[src/rtl/block_accumulator.sv]
// block_accumulator
// Requests one block from the multiplier read port, sums and counts the
// returned words, and hands the result downstream with a valid/ack handshake.
// A stalled burst is aborted after TIMEOUT idle cycles and flagged.
// Optional build macro: BLOCK_ACC_MINMAX_EN adds unsigned max_out/min_out.
module block_accumulator #(
    parameter int WIDTH   = 32,
    parameter int ADDR_W  = 6,
    parameter int DEPTH   = 64,
    parameter int TIMEOUT = 255
) (
    input  logic                    clk,
    input  logic                    rst,
    input  logic                    EN_accum,
    output logic                    RDY_accum,
    output logic                    EN_blockRead,
    input  logic                    VALID_memVal,
    input  logic [WIDTH-1:0]        memVal_data,
    output logic                    VALID_sum,
    input  logic                    ACK_sum,
    output logic [WIDTH+ADDR_W-1:0] sum_out,
    output logic [ADDR_W:0]         word_count,
    output logic                    err_timeout
`ifdef BLOCK_ACC_MINMAX_EN
    ,
    output logic [WIDTH-1:0]        max_out,
    output logic [WIDTH-1:0]        min_out
`endif
);

    typedef enum logic [1:0] {
        S_IDLE,
        S_REQ,
        S_COLLECT,
        S_DONE
    } state_t;

    // Count value that, once one more word arrives, completes the block.
    localparam logic [ADDR_W:0] LAST_CNT = (ADDR_W+1)'(DEPTH - 1);
    // Idle-counter value whose next increment reaches TIMEOUT.
    localparam logic [15:0]     TO_LAST  = 16'(TIMEOUT - 1);

    state_t                  r_state;
    logic                    r_rdy;
    logic                    r_enRead;
    logic                    r_validSum;
    logic [WIDTH+ADDR_W-1:0] r_sum;
    logic [ADDR_W:0]         r_count;
    logic                    r_err;
    logic [15:0]             r_tcnt;
`ifdef BLOCK_ACC_MINMAX_EN
    logic [WIDTH-1:0]        r_max;
    logic [WIDTH-1:0]        r_min;
`endif

    logic [WIDTH+ADDR_W-1:0] w_dataExt;
    logic                    w_lastWord;
    logic                    w_timeoutHit;

    assign w_dataExt    = {{ADDR_W{1'b0}}, memVal_data};
    assign w_lastWord   = (r_count == LAST_CNT);
    assign w_timeoutHit = (r_tcnt == TO_LAST);

    // Control FSM; every output is a register updated alongside the state.
    always_ff @(posedge clk or posedge rst) begin
        if (rst) begin
            r_state    <= S_IDLE;
            r_rdy      <= 1'b0;
            r_enRead   <= 1'b0;
            r_validSum <= 1'b0;
            r_sum      <= '0;
            r_count    <= '0;
            r_err      <= 1'b0;
            r_tcnt     <= '0;
`ifdef BLOCK_ACC_MINMAX_EN
            r_max      <= '0;
            r_min      <= '1;
`endif
        end else begin
            case (r_state)
                S_IDLE: begin
                    if (EN_accum) begin
                        r_state  <= S_REQ;
                        r_rdy    <= 1'b0;
                        r_enRead <= 1'b1;
                        r_sum    <= '0;
                        r_count  <= '0;
                        r_err    <= 1'b0;
                        r_tcnt   <= '0;
`ifdef BLOCK_ACC_MINMAX_EN
                        r_max    <= '0;
                        r_min    <= '1;
`endif
                    end else begin
                        r_rdy <= 1'b1;
                    end
                end
                S_REQ: begin
                    r_enRead <= 1'b0;
                    r_state  <= S_COLLECT;
                end
                S_COLLECT: begin
                    if (VALID_memVal) begin
                        r_sum   <= r_sum + w_dataExt;
                        r_count <= r_count + 1'b1;
                        r_tcnt  <= '0;
`ifdef BLOCK_ACC_MINMAX_EN
                        if (memVal_data > r_max) r_max <= memVal_data;
                        if (memVal_data < r_min) r_min <= memVal_data;
`endif
                        if (w_lastWord) begin
                            r_state    <= S_DONE;
                            r_validSum <= 1'b1;
                            r_err      <= 1'b0;
                        end
                    end else begin
                        r_tcnt <= r_tcnt + 1'b1;
                        if (w_timeoutHit) begin
                            r_state    <= S_DONE;
                            r_validSum <= 1'b1;
                            r_err      <= 1'b1;
                        end
                    end
                end
                S_DONE: begin
                    if (ACK_sum) begin
                        r_state    <= S_IDLE;
                        r_validSum <= 1'b0;
                        r_rdy      <= 1'b1;
                    end
                end
                default: begin
                    r_state <= S_IDLE;
                end
            endcase
        end
    end

    assign RDY_accum    = r_rdy;
    assign EN_blockRead = r_enRead;
    assign VALID_sum    = r_validSum;
    assign sum_out      = r_sum;
    assign word_count   = r_count;
    assign err_timeout  = r_err;
`ifdef BLOCK_ACC_MINMAX_EN
    assign max_out      = r_max;
    assign min_out      = r_min;
`endif

endmodule

[config.mk]
export PLATFORM = sky130hd
export DESIGN_NAME = block_accumulator
export DESIGN_NICKNAME = d
export VERILOG_FILES = /design/src/rtl/block_accumulator.sv
export SDC_FILE = /design/constraint.sdc
export NUM_CORES = 1
export LEC_CHECK = 0
export ABC_AREA = 1
export CAP_MARGIN = 20
export CORE_ASPECT_RATIO = 1.4
export CORE_MARGIN = 2
export CORE_UTILIZATION = 55
export CTS_BUF_LIST = sky130_fd_sc_hd__clkbuf_4 sky130_fd_sc_hd__clkbuf_8 sky130_fd_sc_hd__clkbuf_16
export CTS_CLUSTER_DIAMETER = 30
export CTS_CLUSTER_SIZE = 14
export DETAILED_ROUTE_END_ITERATION = 7
export PLACE_DENSITY = 0.81
export SLEW_MARGIN = 20
export SYNTH_ARGS = -nofsm -noshare
export SYNTH_HDL_FRONTEND = slang
export SYNTH_SLANG_ARGS = --single-unit
[constraint.sdc]
create_clock -name clk -period 3.25 [get_ports clk]
set_input_delay 0.65 -clock clk [delete_from_list [all_inputs] [get_ports clk]]
set_output_delay 0.65 -clock clk [all_outputs]
set_load 0.05 [all_outputs]
==> results.sh, run 1 <==
# implementation run metrics
export IMPL_largest_area_cell="dfrtp_1"
export IMPL_antenna_found_initial=0
export IMPL_ys_types=43
export IMPL_synth_xor_xnor_area_share_pct=0.6274
export IMPL_firstDrtPassIters=6
export IMPL_synthArstFlopShare_pct=100.0
export IMPL_drc=0
export IMPL_synth_area_um2=5584
export IMPL_yosys_area_um2=5584
export IMPL_clockBufferDepth=2
export IMPL_viasPerCell=5.257
export IMPL_warnings=30
export IMPL_p_sw_mw=2.917
export IMPL_worstPathRequired_ns=3.49
export IMPL_ff2ff_path_depth=10
export IMPL_post_route_period_util_pct=82.78
export IMPL_fin_hold_ws_ns=0.4774
export IMPL_fp_nets=951
export IMPL_p_leak_nw=3.701
export IMPL_simple_gate_share_pct=39.52
export IMPL_cts_resized=0
export IMPL_synth_edff_count=0
export IMPL_netlist_top_cells_count="nand2_1, inv_1, nor2_1"
export IMPL_die_area_um2=10990
export IMPL_arrival_ns=2.93
export IMPL_insertion_delay_ns=0.35
export IMPL_drive_above_1_share_pct=4.825
export IMPL_clock_power_share_pct=19.2
export IMPL_rows=43
export IMPL_syn2layout_area_growth_pct=24.62
export IMPL_r2r_setup_slack_ns=0.94
export IMPL_fp_dieW_um=89.16
export IMPL_avgSynthCellArea_um2=6.389
export IMPL_status="finished clean"
export IMPL_io_pins=86
==> run 1: layout make-up <==
class                   count  area (um^2)
inverters                 137        515.5
repair buffers             93        935.9
fillers                   924         2940
flip-flops and latches     67         1677
clock inverters             7        98.84
clock buffers               9        225.2
multi-input cells         661         3338
well taps                 135        168.9
==> run 1: worst min-delay path, cell delays in order (launching register included) <==
cell and delay [ns]:
dfrtp_1 0.35, nand2_1 0.05, nand2_1 0.05
==> run 1: registers in the layout, summed over array words and instances, names as in the netlist <==
| register | count |
|---|---|
| r_tcnt | 16 |
| word_count | 7 |
| VALID_sum | 1 |
| RDY_accum | 1 |
| sum_out | 38 |
| err_timeout | 1 |
| r_state | 2 |
| EN_blockRead | 1 |
==> run 1: metal layers <==
metal / wire [um] / up-vias / track usage (%) / share of wire (%)
met5: 0 / - / 0 / 0
li1: - / 2965 / - / -
met4: 722 / 0 / 16.79 / 4.6
met3: 777 / 56 / 4.139 / 4.9
met2: 7868 / 197 / 51.57 / 50
met1: 6342 / 2612 / 34.24 / 40
==> run 1: path summary, 6_finish.rpt <==
path | to
worst max-delay path | sum_out[30]$_DFFE_PP0P_
worst min-delay path | VALID_sum$_DFFE_PP0P_
worst max register to register | sum_out[35]$_DFFE_PP0P_
worst min register to register | VALID_sum$_DFFE_PP0P_
max in group asynchronous | sum_out[34]$_DFFE_PP0P_
min in group asynchronous | r_tcnt[1]$_DFFE_PP0P_
==> run 1: through the flow <==
stage,std cells,instance area (um^2)
detailed placement,1093,6635
global route,1109,6959
floorplan,874,5584
global placement,1093,6635
finish,1109,6959
CTS,1109,6959
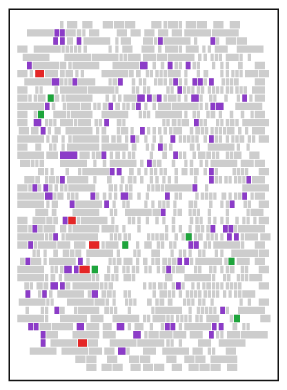
Run 1: selected gate families
Drawn at 3 px/um.
color	family	cells
green	AND and OR gates	7
purple	inverting AOI/OAI gates	99
red	AND-OR and OR-AND gates	5
most used logic cell in the final layout: nand2_1
Comb/total area: 47.97%
final cell count without fillers: 1109

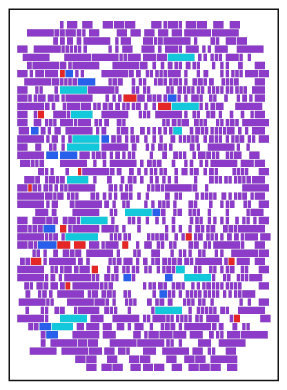
Run 1: cell sizes after repair
Drawn at 3 px/um.
color	size	cells
cyan	_6 and larger	16
red	_2 cells	16
blue	_3 and _4 cells	15
purple	_0 and _1 cells	927

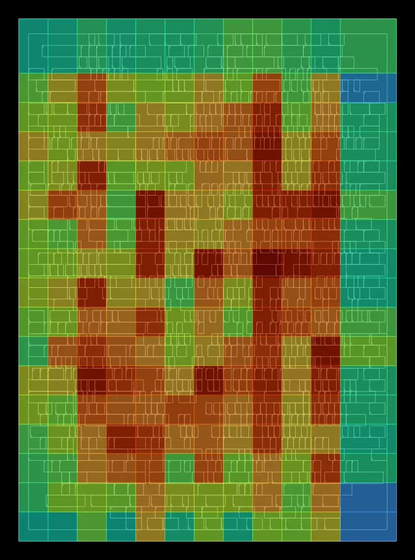
Run 1: congestion heat map
final core occ: 70.30%
M3 GR Usage: 4.139%
wire per inst: 14.17 um
GRT Total Usage: 29.69%
met2 Use GR: 51.57%

Run 1, cell classes on the final placement:
Drawn at 3 px/um. Fill, decap, tap and diode cells in gray.
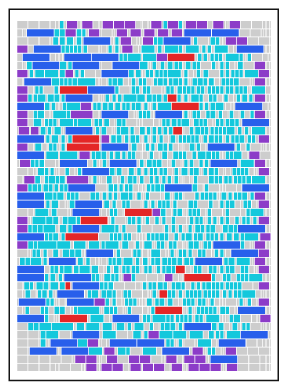

==> inputs of run 2 (changes only) <==
- clock period: 3.25 -> 2.7 ns (I/O delays scaled with it)
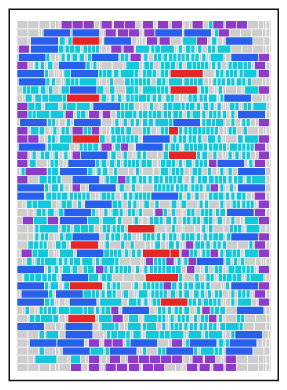
Run 2: cell classes on the final placement
Drawn at 3 px/um. Fill, decap, tap and diode cells in gray.
color	class	cells	share of their area
purple	other buffers and delay cells	109	15%
red	clock drivers and dummy loads	15	5.2%
blue	flops	67	24%
cyan	combinational and other logic	798	56%
fraction of area in registers: 23.60%
Core Region: 9899 um^2
Final Instance Area: 7106 um^2

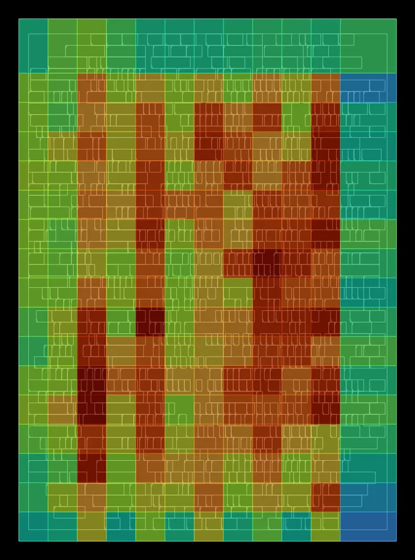
Run 2: congestion heat map
wire per inst: 13.77 um
final core occ: 71.78%
grt met1 use: 32.62%
GRT Total Usage: 29.37%
met2 Use GR: 52.82%

==> run 2 against run 1 <==
Against the previous run:
- combinational power rose by 24%
- setup slack got worse by 0.32 ns
- register-to-register slack got worse by 0.41 ns
- critical endpoint unchanged
==> results.sh, run 2 <==
# implementation run metrics
export IMPL_syn2layout_area_growth_pct=27.25
export IMPL_ys_types=43
export IMPL_largest_register_ffs=38
export IMPL_viasPerCell=5.213
export IMPL_grt_pass1_vias=5642
export IMPL_warnings=30
export IMPL_die_area_um2=10990
export IMPL_rows=43
export IMPL_antenna_found_initial=0
export IMPL_io_pins=86
export IMPL_synthArstFlopShare_pct=100.0
export IMPL_drive_above_1_share_pct=6.269
export IMPL_firstDrtPassIters=5
export IMPL_lay_top_count="nand2_1"
export IMPL_p_leak_nw=3.798
export IMPL_fin_hold_ws_ns=0.4844
export IMPL_yosys_area_um2=5584
export IMPL_status="finished clean"
export IMPL_cts_max_level=3
export IMPL_avgSynthCellArea_um2=6.389
export IMPL_arrival_ns=2.70
export IMPL_fp_nets=951
export IMPL_fill_cells=890
export IMPL_insertion_delay_ns=0.35
export IMPL_cts_resized=0
export IMPL_synth_area_um2=5584
export IMPL_post_route_period_util_pct=91.03
export IMPL_synth_edff_count=0
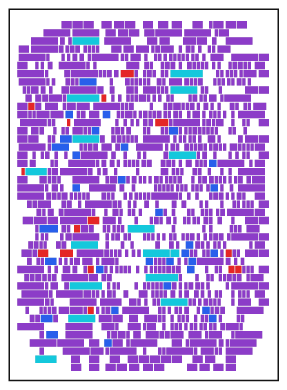
Run 2: cell sizes after repair
Drawn at 3 px/um.
color	size	cells
cyan	_6 and larger	16
blue	_3 and _4 cells	31
red	_2 cells	15
purple	_0 and _1 cells	927
Setup WS post-layout: 0.2422 ns
Buffers, non-clock: 109

## run 2: cell counts after synthesis
Identical to the previous run, type by type.
## run 2: area by class of cell
class                   count  area, um^2  share of cell area (%)
multi-input cells         661        3338                   46.98
flip-flops and latches     67        1677                   23.60
repair buffers            109        1044                   14.69
inverters                 137       515.5                   7.255
clock buffers               9       225.2                   3.170
well taps                 135       168.9                   2.377
clock inverters             6       137.6                   1.937
## run 2: metal layers
metal / vias to the layer above / global-route usage, % / part of all wire (%)
li1: 3006 / - / -
met3: 50 / 4.606 / 4.1
met5: - / 0 / 0
met2: 152 / 52.82 / 51
met4: 0 / 15.02 / 4.0
met1: 2651 / 32.62 / 40
## run 2: final timing paths
check	end	slack [ns]	cells past startpoint
worst min register to register	err_timeout$_DFFE_PP0P_	0.48	2
worst min-delay path	err_timeout$_DFFE_PP0P_	0.48	2
worst max register to register	sum_out[30]$_DFFE_PP0P_	0.53	15
max in group asynchronous	sum_out[18]$_DFFE_PP0P_	1.80	3
min in group asynchronous	r_tcnt[0]$_DFFE_PP0P_	0.61	3
worst max-delay path	sum_out[30]$_DFFE_PP0P_	0.24	16
## run 2: logic make-up after synthesis
logic type / Yosys count / synth area share, %
xor+xnor: 4 / 0.6273
simple gates: 513 / 39.53
compound gates: 104 / 10.53
buf+inv: 146 / 10.19
flops: 67 / 30.02
fa+ha+maj: 40 / 9.097
## run 2: per-stage QoR
stage | std cells | instance area [um^2]
after floorplan | 874 | 5584
after global placement | 1109 | 6743
after detailed placement | 1109 | 6743
after CTS | 1124 | 7106
after global routing | 1124 | 7106
final | 1124 | 7106
## run 2: where the power goes
part           internal [mW]  leakage, nW  switching (mW)  total (mW)
registers               1.26        0.898           0.232        1.49
clock network          0.995        0.176           0.476        1.47
logic                   1.39         2.72            2.79        4.18
Power figures rest on the tool's default switching activity, not on a simulated workload.
